**Run 1: signal wires on met1**

Bar = 20 um. Supply wires on this layer in grey.
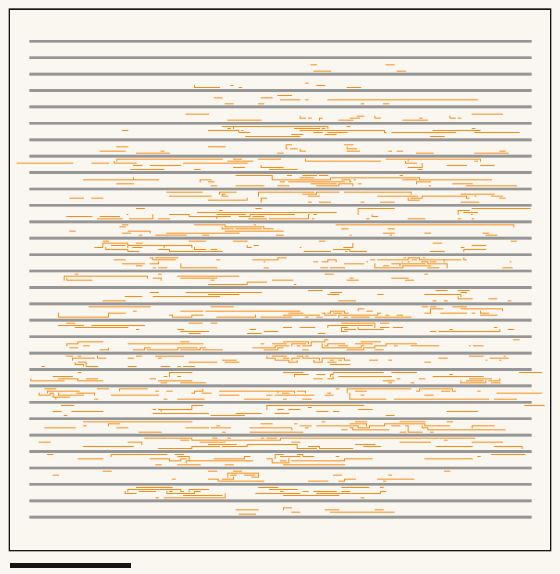
**Run 1: the metal 2 layer**

Bar = 20 um.
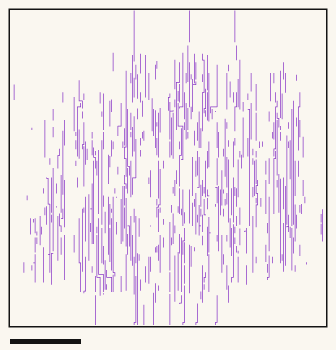
**Run 1: met3 routing**

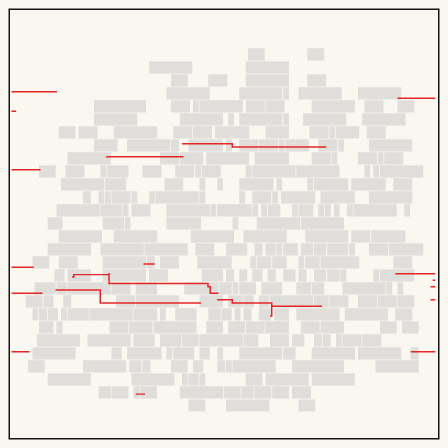
**src/rtl/meas_filter.sv**
```systemverilog
// meas_filter: synchronises an asynchronous measurement-ready strobe,
// keeps the last four samples in a circular buffer and presents their
// truncated mean with a proximity flag under a valid/acknowledge handshake.
module meas_filter #(
  parameter logic [7:0] NEAR_TH = 8'd30
) (
  input  logic       clock,
  input  logic       reset,
  input  logic [7:0] meas,
  input  logic       measReady,
  input  logic       outAck,
  output logic [7:0] avg,
  output logic       outValid,
  output logic       warm,
  output logic       near,
  output logic       overrun
);

  typedef enum logic [1:0] {IDLE, CAPTURE, SUM, PRESENT} state_t;

  state_t     state, state_nx;
  logic       s1, s2, s3;
  logic       sample_ev;
  logic [7:0] hold;
  logic [7:0] entries [4];
  logic [1:0] wr_ptr;
  logic [2:0] fill;
  logic [9:0] total;

  assign sample_ev = s2 & ~s3;
  assign warm      = (fill == 3'd4);

  // Two-flop synchroniser plus edge-detect delay flop for measReady
  always_ff @(posedge clock or negedge reset) begin
    if (!reset) begin
      s1 <= 1'b0;
      s2 <= 1'b0;
      s3 <= 1'b0;
    end else begin
      s1 <= measReady;
      s2 <= s1;
      s3 <= s2;
    end
  end

  // FSM state register
  always_ff @(posedge clock or negedge reset) begin
    if (!reset) state <= IDLE;
    else        state <= state_nx;
  end

  // Next-state logic: one pass through capture/sum, then wait for ack
  always_comb begin
    state_nx = state;
    case (state)
      IDLE:    if (sample_ev) state_nx = CAPTURE;
      CAPTURE: state_nx = SUM;
      SUM:     state_nx = PRESENT;
      PRESENT: if (outAck) state_nx = IDLE;
      default: state_nx = IDLE;
    endcase
  end

  // Full-width sum of all four entries; 10 bits cannot overflow
  always_comb begin
    total = {2'b00, entries[0]} + {2'b00, entries[1]}
          + {2'b00, entries[2]} + {2'b00, entries[3]};
  end

  // Datapath: hold/buffer/pointer updates, registered result and flags.
  // The summing step registers the sum straight into its divided form (avg)
  // so outValid can rise on the same edge the sum is captured.
  always_ff @(posedge clock or negedge reset) begin
    if (!reset) begin
      hold     <= '0;
      wr_ptr   <= '0;
      fill     <= '0;
      avg      <= '0;
      near     <= 1'b0;
      outValid <= 1'b0;
      overrun  <= 1'b0;
      for (int unsigned i = 0; i < 4; i++) entries[i] <= '0;
    end else begin
      case (state)
        IDLE: begin
          if (sample_ev) hold <= meas;
        end
        CAPTURE: begin
          entries[wr_ptr] <= hold;
          wr_ptr          <= wr_ptr + 2'd1;
          if (fill != 3'd4) fill <= fill + 3'd1;
        end
        SUM: begin
          avg      <= total[9:2];
          near     <= (total[9:2] < NEAR_TH);
          outValid <= 1'b1;
        end
        PRESENT: begin
          if (outAck) outValid <= 1'b0;
        end
        default: ;
      endcase
      if (sample_ev && state != IDLE) overrun <= 1'b1;
    end
  end

endmodule

```
**config.mk**
```make
export PLATFORM = sky130hd
export DESIGN_NAME = meas_filter
export DESIGN_NICKNAME = d
export VERILOG_FILES = /design/src/rtl/meas_filter.sv
export SDC_FILE = /design/constraint.sdc
export NUM_CORES = 1
export LEC_CHECK = 0
export CAP_MARGIN = 20
export CORE_MARGIN = 3
export CORE_UTILIZATION = 45
export CTS_BUF_LIST = sky130_fd_sc_hd__clkbuf_8
export DETAILED_ROUTE_END_ITERATION = 8
export GPL_ROUTABILITY_DRIVEN = 0
export PLACE_DENSITY = 0.77
export SLEW_MARGIN = 40
export SYNTH_ARGS = -nofsm -noshare
export SYNTH_HDL_FRONTEND = slang
export SYNTH_SLANG_ARGS = --single-unit
```
**constraint.sdc**
```tcl
create_clock -name clock -period 2.8 [get_ports clock]
set_input_delay 0.56 -clock clock [delete_from_list [all_inputs] [get_ports clock]]
set_output_delay 0.56 -clock clock [all_outputs]
set_load 0.02 [all_outputs]
```
==> flow_summary.yaml, run 1 <==
# flow metrics
timing:
  setup_viol: 3
  finalHoldWorstSlack_ns: 0.2425
  post-route-worst-setup-slack_ns: -0.1107
routing:
  drt_drc_violations_left: 0
  routed-wl-met2_mm: 2.961
  drt-met1-wl_mm: 2.275
job:
  log.warning_count: 35
  max_cap_violations: 0
floorplanning:
  floorplan.die_area_um2: 8011
  die_x_um: 89.51
cts:
  cts-resized-gates: 3
  cts_buffers: 9
synthesis:
  synthMuxAreaShare: 0.1647
  yosysUniqueCellTypes: 33
  netlist_top_cells_area: "sky130_fd_sc_hd__dfrtp_1 49%, sky130_fd_sc_hd__mux2_2 16%, sky130_fd_sc_hd__fa_1 10%"
  synth_flops: 61
final_layout:
  reg_top3: "entries: 32 flops, avg: 8 flops, hold: 8 flops"
  largest_register_ff_count: 32
  registers.top_by_ff_count: "entries"
  inverters_excl_clock: 44
  final_std_cells_w_o_fill: 389
outcome:
  outcome: "finished with violations"
  failing_checks: "setup timing"
place:
  dp_worst_slack_ns: -0.1563
critical_path:
  cp_cell_sequence: "inv_2, fa_1, fa_1, or3b_4, inv_2, fa_2, a21oi_2, o21bai_1, xor2_1, nand4b_1, a41o_1"
-- 'signal wires on met1' (at the start) --
The wires run mostly horizontal. The layer holds 41% of the routed length. The longest straight run is 32.2 um. 298 nets have wire on it. The layer carries 2280 um of wire.

-- 'the metal 2 layer' (at the start) --
306 nets have wire on it. The layer carries 2960 um of wire. The wires run mostly vertical.
final wirelength: 5.524 mm
global-route met2 utilization: 0.2693
via count: 1919

-- 'met3 routing' (at the start) --
The wires run mostly horizontal. The layer carries 195 um of wire. The longest straight run is 20.9 um.

==> run 1 -> run 2 <==
--- a/config.mk
+++ b/config.mk
@@ -9,6 +9,7 @@
 export CORE_MARGIN = 3
 export CORE_UTILIZATION = 45
 export CTS_BUF_LIST = sky130_fd_sc_hd__clkbuf_8
+export CTS_CLUSTER_DIAMETER = 80
 export DETAILED_ROUTE_END_ITERATION = 8
 export GPL_ROUTABILITY_DRIVEN = 0
 export PLACE_DENSITY = 0.77
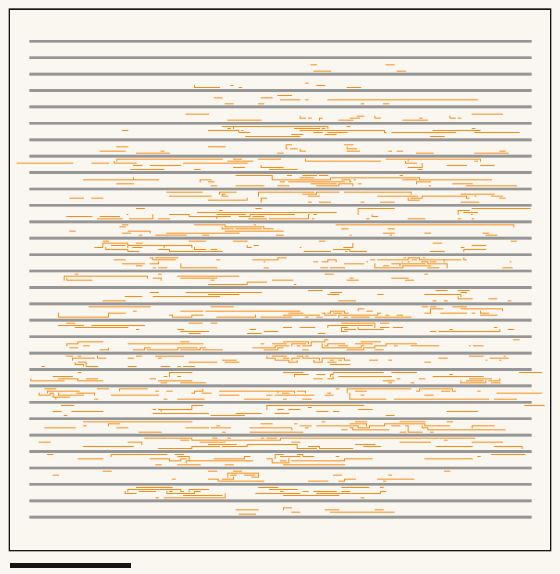
**Above:** run 2 (signal wires on met1).
Bar = 20 um. Supply wires on this layer in grey.
The layer carries 2280 um of wire. 298 nets have wire on it. The longest straight run is 32.2 um. The wires run mostly horizontal.

==> run 2 against run 1 <==
Net effect:
- maximum frequency stayed put
- critical path type unchanged
- via count stayed put
- critical endpoint unchanged
- area after synthesis stayed put
- the run still ends with setup timing left
- critical path depth stayed put
- global-route usage stayed put
- clock skew stayed put
- synthesized cell count stayed put
- largest cell class unchanged
- worst setup slack stayed put
- sequential share of layout area stayed put
- register-to-register slack hardly changed
- highest routed layer unchanged
==> flow_summary.yaml, run 2 <==
# flow metrics
floorplanning:
  floorplan.die_area_um2: 8011
  well_tap_count: 93
  die_x_um: 89.51
critical_path:
  required_time_at_the_worst_slack_endpoint_ns: 3.02
  cp_cell_sequence: "inv_2, fa_1, fa_1, or3b_4, inv_2, fa_2, a21oi_2, o21bai_1, xor2_1, nand4b_1, a41o_1"
  arrival_ns: 3.13
  critical_path.n_buffers_inverters: 2
  crit_path_end_kind: "flip-flop"
final_layout:
  reg_top3: "entries: 32 flops, avg: 8 flops, hold: 8 flops"
  logic_gate_count: 142
  fin_nets: 336
  registers.top_by_ff_count: "entries"
  seq_cell_count: 61
  largest_register_ff_count: 32
  nonClkBufAreaFrac: 0.08149
  layout.non_clock_buffers: 33
  inverters_excl_clock: 44
  final_std_cells_w_o_fill: 389
  layout.cell_area.non_filler_um2: 3839
routing:
  routed-wl-met2_mm: 2.961
  vias: 1919
  drt_drc_violations_left: 0
  detail_route.wirelength_mm: 5.524
place:
  dp_worst_slack_ns: -0.1563
  quantity_of_i_o_buffers_inserted_on_ports: 23
synthesis:
  netlist_top_cells_area: "sky130_fd_sc_hd__dfrtp_1 49%, sky130_fd_sc_hd__mux2_2 16%, sky130_fd_sc_hd__fa_1 10%"
  synth.logic.top_family: "adder cells"
  postSynthNetCount: 294
  yosys_area_um2: 3138
  synthMuxAreaShare: 0.1647
  yosysUniqueCellTypes: 33
cts:
  cts_buffers: 9
  cts-resized-gates: 3
  cts_hold_bufs: 0
timing:
  tns_ns: -0.1332
  finalHoldWorstSlack_ns: 0.2425
  post-route-worst-setup-slack_ns: -0.1107
  setup_viol: 3
  fin_skew_ns: 0.01303
outcome:
  outcome: "finished with violations"
  failing_checks: "setup timing"
global_routing:
  grtUsageMet2: 0.2693
job:
  log.warning_count: 35
  max_cap_violations: 0
